[config.mk]
export PLATFORM = sky130hd
export DESIGN_NAME = multi_debouncer
export DESIGN_NICKNAME = d
export VERILOG_FILES = /design/src/rtl/multi_debouncer_pkg.sv /design/src/rtl/multi_debouncer_channel.sv /design/src/rtl/multi_debouncer.sv
export SDC_FILE = /design/constraint.sdc
export NUM_CORES = 1
export LEC_CHECK = 0
export CAP_MARGIN = 15
export CORE_MARGIN = 5
export CORE_UTILIZATION = 50
export DETAILED_ROUTE_END_ITERATION = 10
export GPL_TIMING_DRIVEN = 0
export PLACE_DENSITY = 0.68
export SYNTH_ARGS = -nofsm -noshare
export SYNTH_HDL_FRONTEND = slang
export SYNTH_HIERARCHICAL = 1
export SYNTH_SLANG_ARGS = --single-unit
[constraint.sdc]
create_clock -name clk -period 2.9 [get_ports clk]
set_input_delay 0.29 -clock clk [delete_from_list [all_inputs] [get_ports clk]]
set_output_delay 0.29 -clock clk [all_outputs]
set_load 0.03 [all_outputs]
[src/rtl/multi_debouncer_pkg.sv]
// Shared types and helpers for the multi-channel push-button debouncer.
package multi_debouncer_pkg;

    // Per-channel debounce FSM states.
    typedef enum logic [1:0] {
        IDLE         = 2'd0,
        PRESS_WAIT   = 2'd1,
        HELD         = 2'd2,
        RELEASE_WAIT = 2'd3
    } db_state_e;

    // Bits needed for a counter that must hold values 0..max_val.
    function automatic int cnt_width(input int max_val);
        return (max_val < 1) ? 1 : $clog2(max_val + 1);
    endfunction

endpackage

[src/rtl/multi_debouncer_channel.sv]
// One debounce channel: 2-flop synchroniser, stability and repeat counters,
// and a four-state FSM producing a clean level plus registered pulses.
module debounce_channel
    import multi_debouncer_pkg::*;
#(
    parameter int STABLE_CYCLES = 1_000_000,
    parameter int REPEAT_EN     = 0,
    parameter int REPEAT_DELAY  = 50_000_000,
    parameter int REPEAT_PERIOD = 10_000_000
) (
    input  logic clk,
    input  logic rst,
    input  logic btn,
    output logic btn_level,
    output logic btn_press,
    output logic btn_release,
    output logic btn_repeat
);

    localparam int SW   = cnt_width(STABLE_CYCLES);
    localparam int RMAX = (REPEAT_DELAY > REPEAT_PERIOD) ? REPEAT_DELAY : REPEAT_PERIOD;
    localparam int RW   = cnt_width(RMAX);

    localparam logic [SW-1:0] STABLE_MAX = SW'(STABLE_CYCLES);
    localparam logic [RW-1:0] DELAY_C    = RW'(REPEAT_DELAY);
    localparam logic [RW-1:0] PERIOD_C   = RW'(REPEAT_PERIOD);

    logic [1:0]    sync_q, sync_d;
    db_state_e     state_q, state_d;
    logic [SW-1:0] stab_cnt_q, stab_cnt_d;
    logic [RW-1:0] rep_cnt_q, rep_cnt_d;
    logic          rep_phase_q, rep_phase_d;   // 0: waiting initial delay, 1: periodic
    logic          level_q, level_d;
    logic          press_q, press_d;
    logic          release_q, release_d;
    logic          repeat_q, repeat_d;

    logic          s;
    logic [RW-1:0] rep_target;
    logic          rep_fire;

    assign s          = sync_q[1];
    assign rep_target = rep_phase_q ? PERIOD_C : DELAY_C;
    // The repeat counter stops one short of its target and restarts, so it never wraps.
    assign rep_fire   = (REPEAT_EN != 0) && (state_q == HELD) &&
                        ((rep_cnt_q + RW'(1)) >= rep_target);

    // State register: synchroniser, FSM, counters and registered outputs.
    always_ff @(posedge clk) begin
        // NOTE: non-blocking assignments so every flop samples pre-edge values.
        if (rst) begin
            sync_q      <= '0;
            state_q     <= IDLE;
            stab_cnt_q  <= '0;
            rep_cnt_q   <= '0;
            rep_phase_q <= 1'b0;
            level_q     <= 1'b0;
            press_q     <= 1'b0;
            release_q   <= 1'b0;
            repeat_q    <= 1'b0;
        end else begin
            sync_q      <= sync_d;
            state_q     <= state_d;
            stab_cnt_q  <= stab_cnt_d;
            rep_cnt_q   <= rep_cnt_d;
            rep_phase_q <= rep_phase_d;
            level_q     <= level_d;
            press_q     <= press_d;
            release_q   <= release_d;
            repeat_q    <= repeat_d;
        end
    end

    // Next-state logic: synchroniser shift, FSM transitions and counter updates.
    always_comb begin
        // NOTE: defaults first so no path leaves a variable unassigned (no latches).
        sync_d      = {sync_q[0], btn};
        state_d     = state_q;
        stab_cnt_d  = stab_cnt_q;
        rep_cnt_d   = rep_cnt_q;
        rep_phase_d = rep_phase_q;

        case (state_q)
            IDLE: begin
                stab_cnt_d = '0;
                if (s) begin
                    state_d    = PRESS_WAIT;
                    stab_cnt_d = SW'(1);
                end
            end
            PRESS_WAIT: begin
                if (!s) begin
                    state_d    = IDLE;
                    stab_cnt_d = '0;
                end else if (stab_cnt_q >= STABLE_MAX) begin
                    state_d     = HELD;
                    stab_cnt_d  = '0;
                    rep_cnt_d   = '0;
                    rep_phase_d = 1'b0;
                end else begin
                    stab_cnt_d = stab_cnt_q + SW'(1);
                end
            end
            HELD: begin
                stab_cnt_d = '0;
                if (!s) begin
                    state_d    = RELEASE_WAIT;
                    stab_cnt_d = SW'(1);
                end
                if (REPEAT_EN != 0) begin
                    if (rep_fire) begin
                        rep_cnt_d   = '0;
                        rep_phase_d = 1'b1;
                    end else begin
                        rep_cnt_d = rep_cnt_q + RW'(1);
                    end
                end
            end
            RELEASE_WAIT: begin
                // Repeat counter is left untouched here so it resumes on return to HELD.
                if (s) begin
                    state_d    = HELD;
                    stab_cnt_d = '0;
                end else if (stab_cnt_q >= STABLE_MAX) begin
                    state_d    = IDLE;
                    stab_cnt_d = '0;
                end else begin
                    stab_cnt_d = stab_cnt_q + SW'(1);
                end
            end
            default: begin
                state_d    = IDLE;
                stab_cnt_d = '0;
            end
        endcase
    end

    // Output logic: next values of the registered level and pulses.
    always_comb begin
        level_d   = (state_d == HELD) || (state_d == RELEASE_WAIT);
        press_d   = (state_q == PRESS_WAIT)   && (state_d == HELD);
        release_d = (state_q == RELEASE_WAIT) && (state_d == IDLE);
        repeat_d  = rep_fire;
    end

    assign btn_level   = level_q;
    assign btn_press   = press_q;
    assign btn_release = release_q;
    assign btn_repeat  = repeat_q;

endmodule

[src/rtl/multi_debouncer.sv]
// N-channel push-button debouncer: one independent debounce_channel per button.
module multi_debouncer
    import multi_debouncer_pkg::*;
#(
    parameter int CHANNELS      = 4,
    parameter int STABLE_CYCLES = 1_000_000,
    parameter int REPEAT_EN     = 0,
    parameter int REPEAT_DELAY  = 50_000_000,
    parameter int REPEAT_PERIOD = 10_000_000
) (
    input  logic                clk,
    input  logic                rst,
    input  logic [CHANNELS-1:0] btn,
    output logic [CHANNELS-1:0] btn_level,
    output logic [CHANNELS-1:0] btn_press,
    output logic [CHANNELS-1:0] btn_release,
    output logic [CHANNELS-1:0] btn_repeat
);

    // Parameter sanity: counters and latencies assume these ranges.
    param_range_a : assert property (@(posedge clk)
        (CHANNELS >= 1) && (STABLE_CYCLES >= 2) &&
        ((REPEAT_EN == 0) || (REPEAT_EN == 1)) &&
        (REPEAT_DELAY >= 1) && (REPEAT_PERIOD >= 1));

    for (genvar i = 0; i < CHANNELS; i++) begin : g_ch
        debounce_channel #(
            .STABLE_CYCLES (STABLE_CYCLES),
            .REPEAT_EN     (REPEAT_EN),
            .REPEAT_DELAY  (REPEAT_DELAY),
            .REPEAT_PERIOD (REPEAT_PERIOD)
        ) u_channel (
            .clk         (clk),
            .rst         (rst),
            .btn         (btn[i]),
            .btn_level   (btn_level[i]),
            .btn_press   (btn_press[i]),
            .btn_release (btn_release[i]),
            .btn_repeat  (btn_repeat[i])
        );
    end

endmodule

Figure 1. Signal wires on met1 (run 1).
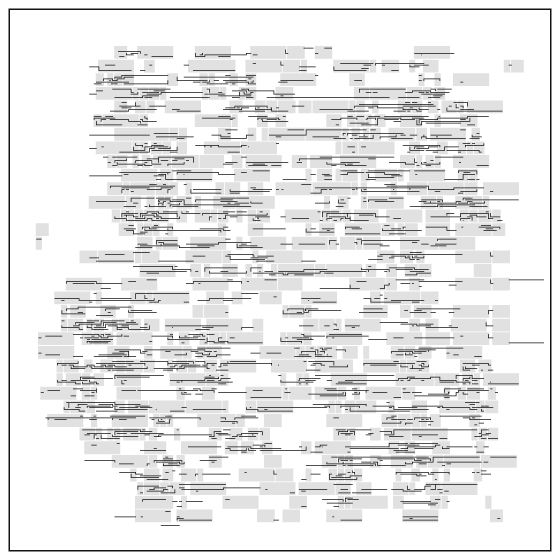
The layer carries 3,850 um of wire. The wires run mostly horizontal. The layer holds 46% of the routed length. The longest straight run is 24.4 um. 501 nets have wire on it.
vias: 3,543
GR Layer Usage met1: 0.182
WL final: 8.31 mm

Figure 2. Congestion heat map (run 1).
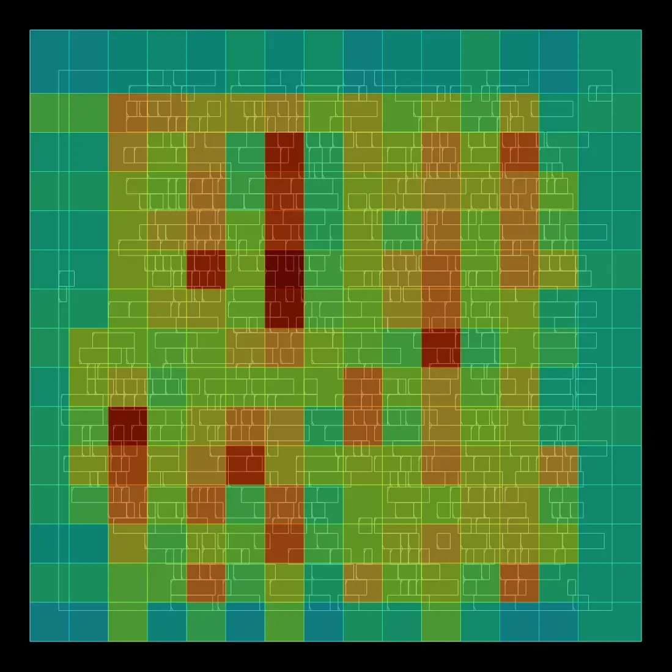
met3 global-route usage: 0.0450
routed len/inst: 12.4 um
met2 Resource Use GR: 0.274

==> impl_metrics.py, run 1 <==
# Metrics from the implementation run
metrics = {
    "placement": {
        "place.gp.congestion": 0.776,
        "hpwl_mm": 5.90,
        "port_buffers": 17,
        "place_area_mm2": 0.00511,
    },
    "worst_setup_path": {
        "critical_path_required_ns": 3.19,
        "critPathCaptureType": "flop",
        "critPathKind": "flop to flop",
        "crit_chain": "ha_1, nand2_1, or4_1, buf_2, or4_1, a21oi_1",
        "crit_slowest_cell": "or4_1",
        "slowest_delay_ns": 0.47,
        "cp.arrival_ns": 2.42,
        "critPathTopFamily": "simple AND/OR/NAND/NOR gates",
        "cp-start-kind": "flop",
        "crit_top_cell": "or4_1",
        "cp.buffers_inverters": 1,
    },
    "logic_synthesis": {
        "edf_count": 0,
        "ys_types": 37,
        "synth_seq_share": 0.453,
        "yosys_area_mm2": 0.00478,
        "netlist_instances": 512,
        "async_flop_share": 0,
        "common_cells": "dfxtp_1 (108), nor2_1 (69), xnor2_1 (41)",
        "yosysWarnings": 6,
        "syn-cell-area_mm2": 0.00478,
        "synth.avg_cell_area_um2": 9.33,
        "fp_nets": 526,
        "yosys.area_share.xor_xnor": 0.0972,
        "simple_gate_share": 0.283,
        "ys_ff": 108,
        "most_common_cell": "dfxtp_1",
    },
    "final_timing": {
        "worst_slew_pin_slew_ns": 1.11,
        "skew_ns": 0.00792,
        "finalClockPeriodUsage": 0.734,
        "hold_viol": 0,
        "finalSetupViolations": 0,
        "fmax_mhz": 470,
        "fin_ws_ns": 0.772,
        "rsz0062_at_grt": "no",
        "finalCriticalPeriod_ns": 2.13,
    },
    "routing": {
        "drt_iter0_drc": 113,
        "vias_per_cell": 5.27,
        "drtAntennaViolNets": 0,
    },
    "global_route": {
        "gr-usage-all-layers": 0.157,
        "grt-ovfl-total": 0,
        "grt_pass1_wl_mm": 15.0,
        "grt_busiest_layer": "met2",
        "antenna_found_initial": 0,
    },
    "power_and_ir_drop": {
        "finalPower_mw": 2.43,
        "peakVddDrop_mv": 0.237,
        "leakage_nw": 1.62,
    },
    "final_layout": {
        "lay_top_cells": "dfxtp_1 (108), nor2_1 (69), xnor2_1 (41), nand3_1 (30), inv_1 (27)",
        "fin_cells": 672,
        "drive_gt1_frac": 0.0773,
        "design_area_mm2": 0.00530,
        "final_common_cell": "dfxtp_1",
    },
    "floorplanning": {
        "die-width_um": 108,
        "pin_count": 22,
        "chipArea_mm2": 0.0116,
    },
    "clock_tree": {
        "cts_tree": "done",
        "cts_resized": 0,
        "clkSlewWorstSetupHoldPaths_ns": 0.09,
        "numCtsBuffers": 9,
        "hold_buffers": 0,
        "htreeDepth": 3,
        "worstSkewPairLatency_ns": 0.36,
    },
    "worst_hold_path": {
        "hold_path.class": "flop to flop",
    },
    "run": {
        "drv_cap": 0,
    },
    "status": {
        "status": "completed",
    },
}
Figure 3. Metal 2 (run 1).
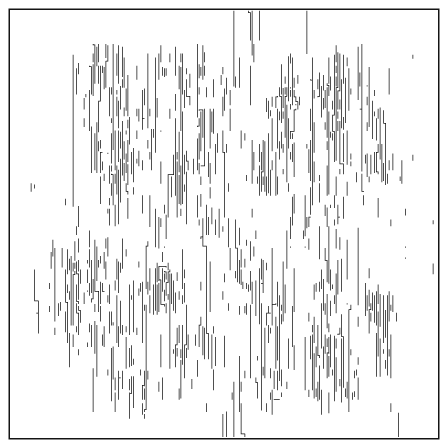
451 nets have wire on it. The longest straight run is 38.1 um.

Figure 4. Local utilization (run 1).
Scale bar: 20 um. 11 x 11 tiles, from dark blue (low) to red (high), 0 to 100% covered.
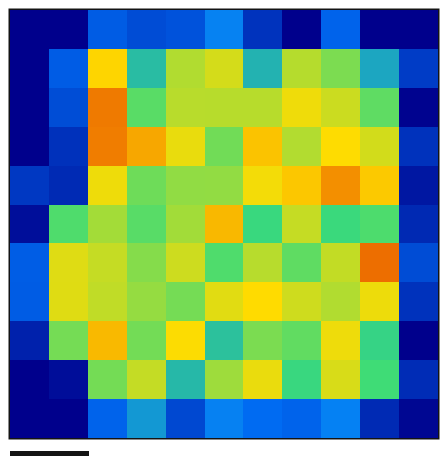
The fullest tile reaches 88%. 12% of the tiles are nearly empty. The densest ninth of the die: middle. 9.9% of the tiles are over 75% full.
FP Core Util: 0.515
Util after Layout: 0.571
core area: 0.00928 mm2

[run 1: flip-flops by register name, summed over array words and instances (netlist names)]
| name | cells |
|---|---|
| g_ch.u_channel/sync_q | 8 |
| g_ch.u_channel/btn_release | 4 |
| g_ch.u_channel/btn_level | 4 |
| g_ch.u_channel/stab_cnt_q | 80 |
| g_ch.u_channel/state_q | 8 |
| g_ch.u_channel/btn_press | 4 |
[run 1: where the power goes]
part | leakage (nW) | total, mW | internal, mW | switching (mW)
logic | 0.645 | 0.0420 | 0.0192 | 0.0228
clock network | 0.0983 | 0.895 | 0.437 | 0.458
registers | 0.872 | 1.50 | 1.49 | 0.00635
total | 1.62 | 2.43 | 1.95 | 0.487
[run 1: final cells by class]
class | instances | area (um2)
fillers | 874 | 3990
multi-input cells | 368 | 2440
flip-flops and latches | 108 | 2160
repair buffers | 17 | 170
well taps | 129 | 161
clock buffers | 12 | 155
inverters | 27 | 101
plain buffers | 9 | 73.8
clock inverters | 2 | 35.0
[run 1: metal layers]
| metal | wire [um] | up-vias | share of wire |
|---|---|---|---|
| met5 | 0 | - | 0 |
| met4 | 129 | 0 | 0.016 |
| li1 | - | 1842 | - |
| met2 | 4020 | 37 | 0.48 |
| met1 | 3850 | 1653 | 0.46 |
| met3 | 312 | 11 | 0.038 |
[run 1: final timing paths]
kind | start | endpoint | slack (ns) | cells after the start
worst max register to register | g_ch[3].u_channel/stab_cnt_q[0] | g_ch[3].u_channel/stab_cnt_q[18] | 0.77 | 6
worst min-delay path | g_ch[0].u_channel/sync_q[0] | g_ch[0].u_channel/sync_q[1] | 0.44 | 1
worst max-delay path | g_ch[3].u_channel/stab_cnt_q[0] | g_ch[3].u_channel/stab_cnt_q[18] | 0.77 | 6
worst min register to register | g_ch[0].u_channel/sync_q[0] | g_ch[0].u_channel/sync_q[1] | 0.44 | 1
Figure 5. Cells by drive strength (run 1).
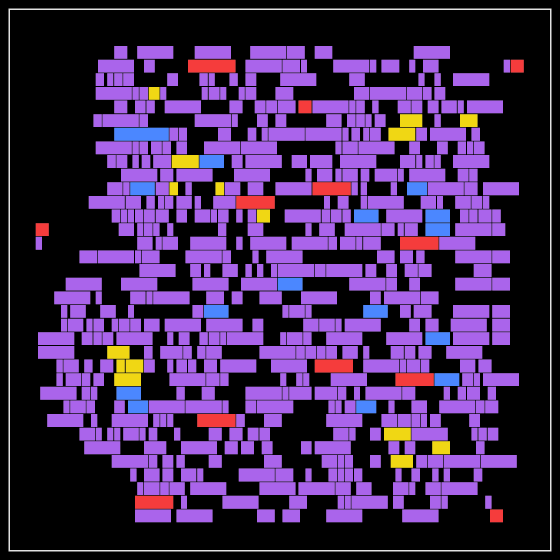

--- run 2 (diff from run 1) ---
clock period = 2 ns   (was 2.9 ns; I/O delays follow)
Figure 6. Cells by drive strength (run 2).
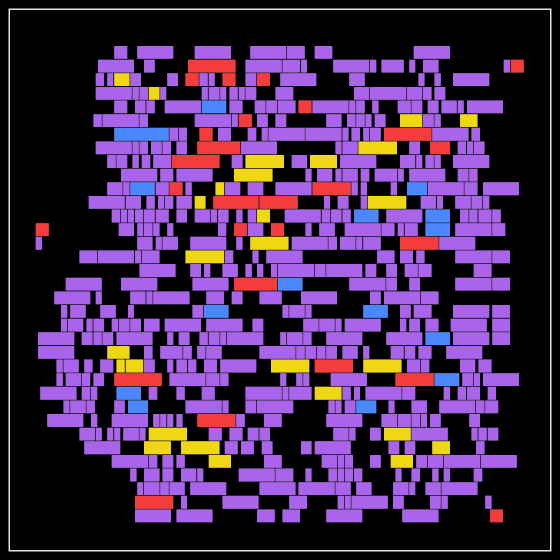
_6 and larger: drawn in blue, cells 15, share 2.7%. _3 and _4 cells: drawn in red, cells 27, share 4.9%. _2 cells: drawn in yellow, cells 27, share 4.9%. _0 and _1 cells: drawn in purple, cells 481, share 87%.
count of non-CTS buffers in the layout: 33
final worst slack: 0.0744 ns
cell area after layout: 0.00545 mm2
Layout area overhead: 14.0%

Figure 7. Metal 2 (run 2).
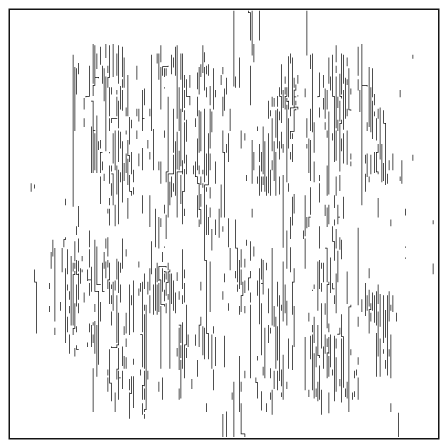
The longest straight run is 40.5 um. The layer carries 4,170 um of wire. The wires run mostly vertical. 459 nets have wire on it.
vias: 3,561
met2 Resource Use GR: 0.273
WL final: 8.52 mm

==> impl_metrics.py, run 2 <==
# Metrics from the implementation run
metrics = {
    "status": {
        "status": "completed",
    },
    "power_and_ir_drop": {
        "pwr-share-seq": 0.612,
        "p_comb_mw": 0.0623,
        "p_clk_frac": 0.370,
        "p_sw_frac": 0.204,
        "sequentialPower_mw": 2.17,
        "power.group.top": "sequential cells",
        "p_switching_mw": 0.721,
    },
    "placement": {
        "place.gp.congestion": 0.776,
        "place_area_mm2": 0.00511,
        "hpwl_mm": 5.90,
        "port_buffers": 17,
    },
    "clock_tree": {
        "numCtsBuffers": 9,
        "cts_resized": 8,
        "worstSkewPairLatency_ns": 0.36,
    },
    "logic_synthesis": {
        "most_common_cell": "dfxtp_1",
        "ys_ff": 108,
        "common_cells": "dfxtp_1 (108), nor2_1 (69), xnor2_1 (41)",
    },
    "final_timing": {
        "worst_slew_pin_slew_ns": 1.10,
        "skew_ns": 0.00740,
    },
    "routing": {
        "drtAntennaViolNets": 0,
        "drt-met1-wl_mm": 3.94,
        "wl_met3_um": 303,
        "wl_per_cell_um": 12.5,
    },
    "floorplanning": {
        "pin_count": 22,
        "chipArea_mm2": 0.0116,
    },
    "final_layout": {
        "reg.largest.list": "g_ch.u_channel/stab_cnt_q: 80 flops, g_ch.u_channel/state_q: 8 flops, g_ch.u_channel/sync_q: 8 flops",
        "fin_cells": 679,
        "top_register": "g_ch.u_channel/stab_cnt_q",
        "lay_top_cells": "dfxtp_1 (96), nor2_1 (69), xnor2_1 (41), nand3_1 (30), inv_1 (27)",
    },
    "worst_hold_path": {
        "hold_path.class": "input pin to flop",
    },
    "run": {
        "drv_cap": 0,
    },
    "global_route": {
        "gr-usage-all-layers": 0.158,
    },
    "worst_setup_path": {
        "crit_slowest_cell": "or4_1",
        "crit_top_cell": "or4_1",
        "crit_chain": "ha_4, nand2_2, or4_1, buf_4, or4_1, a21oi_2",
        "critPathKind": "flop to flop",
        "cp-start-kind": "flop",
    },
}
[run 2: cell types whose count changed in the layout (fill, tap and decap cells not counted), moves of 2 or more]
| cell | previous run | this run |
|---|---|---|
| dfxtp_1 | 108 | 96 |
| dfxtp_2 | 0 | 10 |
| buf_4 | 4 | 12 |
| ha_1 | 8 | 4 |
| a221oi_2 | 4 | 1 |
| a221oi_4 | 0 | 3 |
| ha_2 | 0 | 3 |
| dfxtp_4 | 0 | 2 |
[run 2: layout make-up]
| type | count | area [um2] | area share |
|---|---|---|---|
| repair buffers | 24 | 225 | 0.0414 |
| clock inverters | 2 | 35.0 | 0.00643 |
| inverters | 27 | 101 | 0.0186 |
| flip-flops and latches | 108 | 2180 | 0.401 |
| well taps | 129 | 161 | 0.0296 |
| clock buffers | 12 | 155 | 0.0285 |
| plain buffers | 9 | 76.3 | 0.0140 |
| multi-input cells | 368 | 2510 | 0.461 |
[run 2: layer usage]
layer	track usage	vias to the layer above
met5	0	-
met4	0.0559	0
met3	0.0468	8
met2	0.273	37
met1	0.185	1663
li1	-	1853
[run 2: worst paths after layout]
path | endpoint | slack (ns) | cells past startpoint
max reg2reg | g_ch[3].u_channel/stab_cnt_q[18] | 0.07 | 6
min | g_ch[0].u_channel/sync_q[0] | 0.39 | 2
min reg2reg | g_ch[0].u_channel/sync_q[1] | 0.45 | 1
max | g_ch[3].u_channel/stab_cnt_q[18] | 0.07 | 6
[run 2: kinds of logic after synthesis]
logic type / Yosys count
AND-OR/OR-AND: 54
flip-flops: 108
AND/OR/NAND/NOR: 241
adder cells (fa/ha/maj): 8
multiplexers: 8
buffers and inverters: 36
other: 4
XOR/XNOR: 53
No activity file was given, so power comes from the tool's default toggle rates.
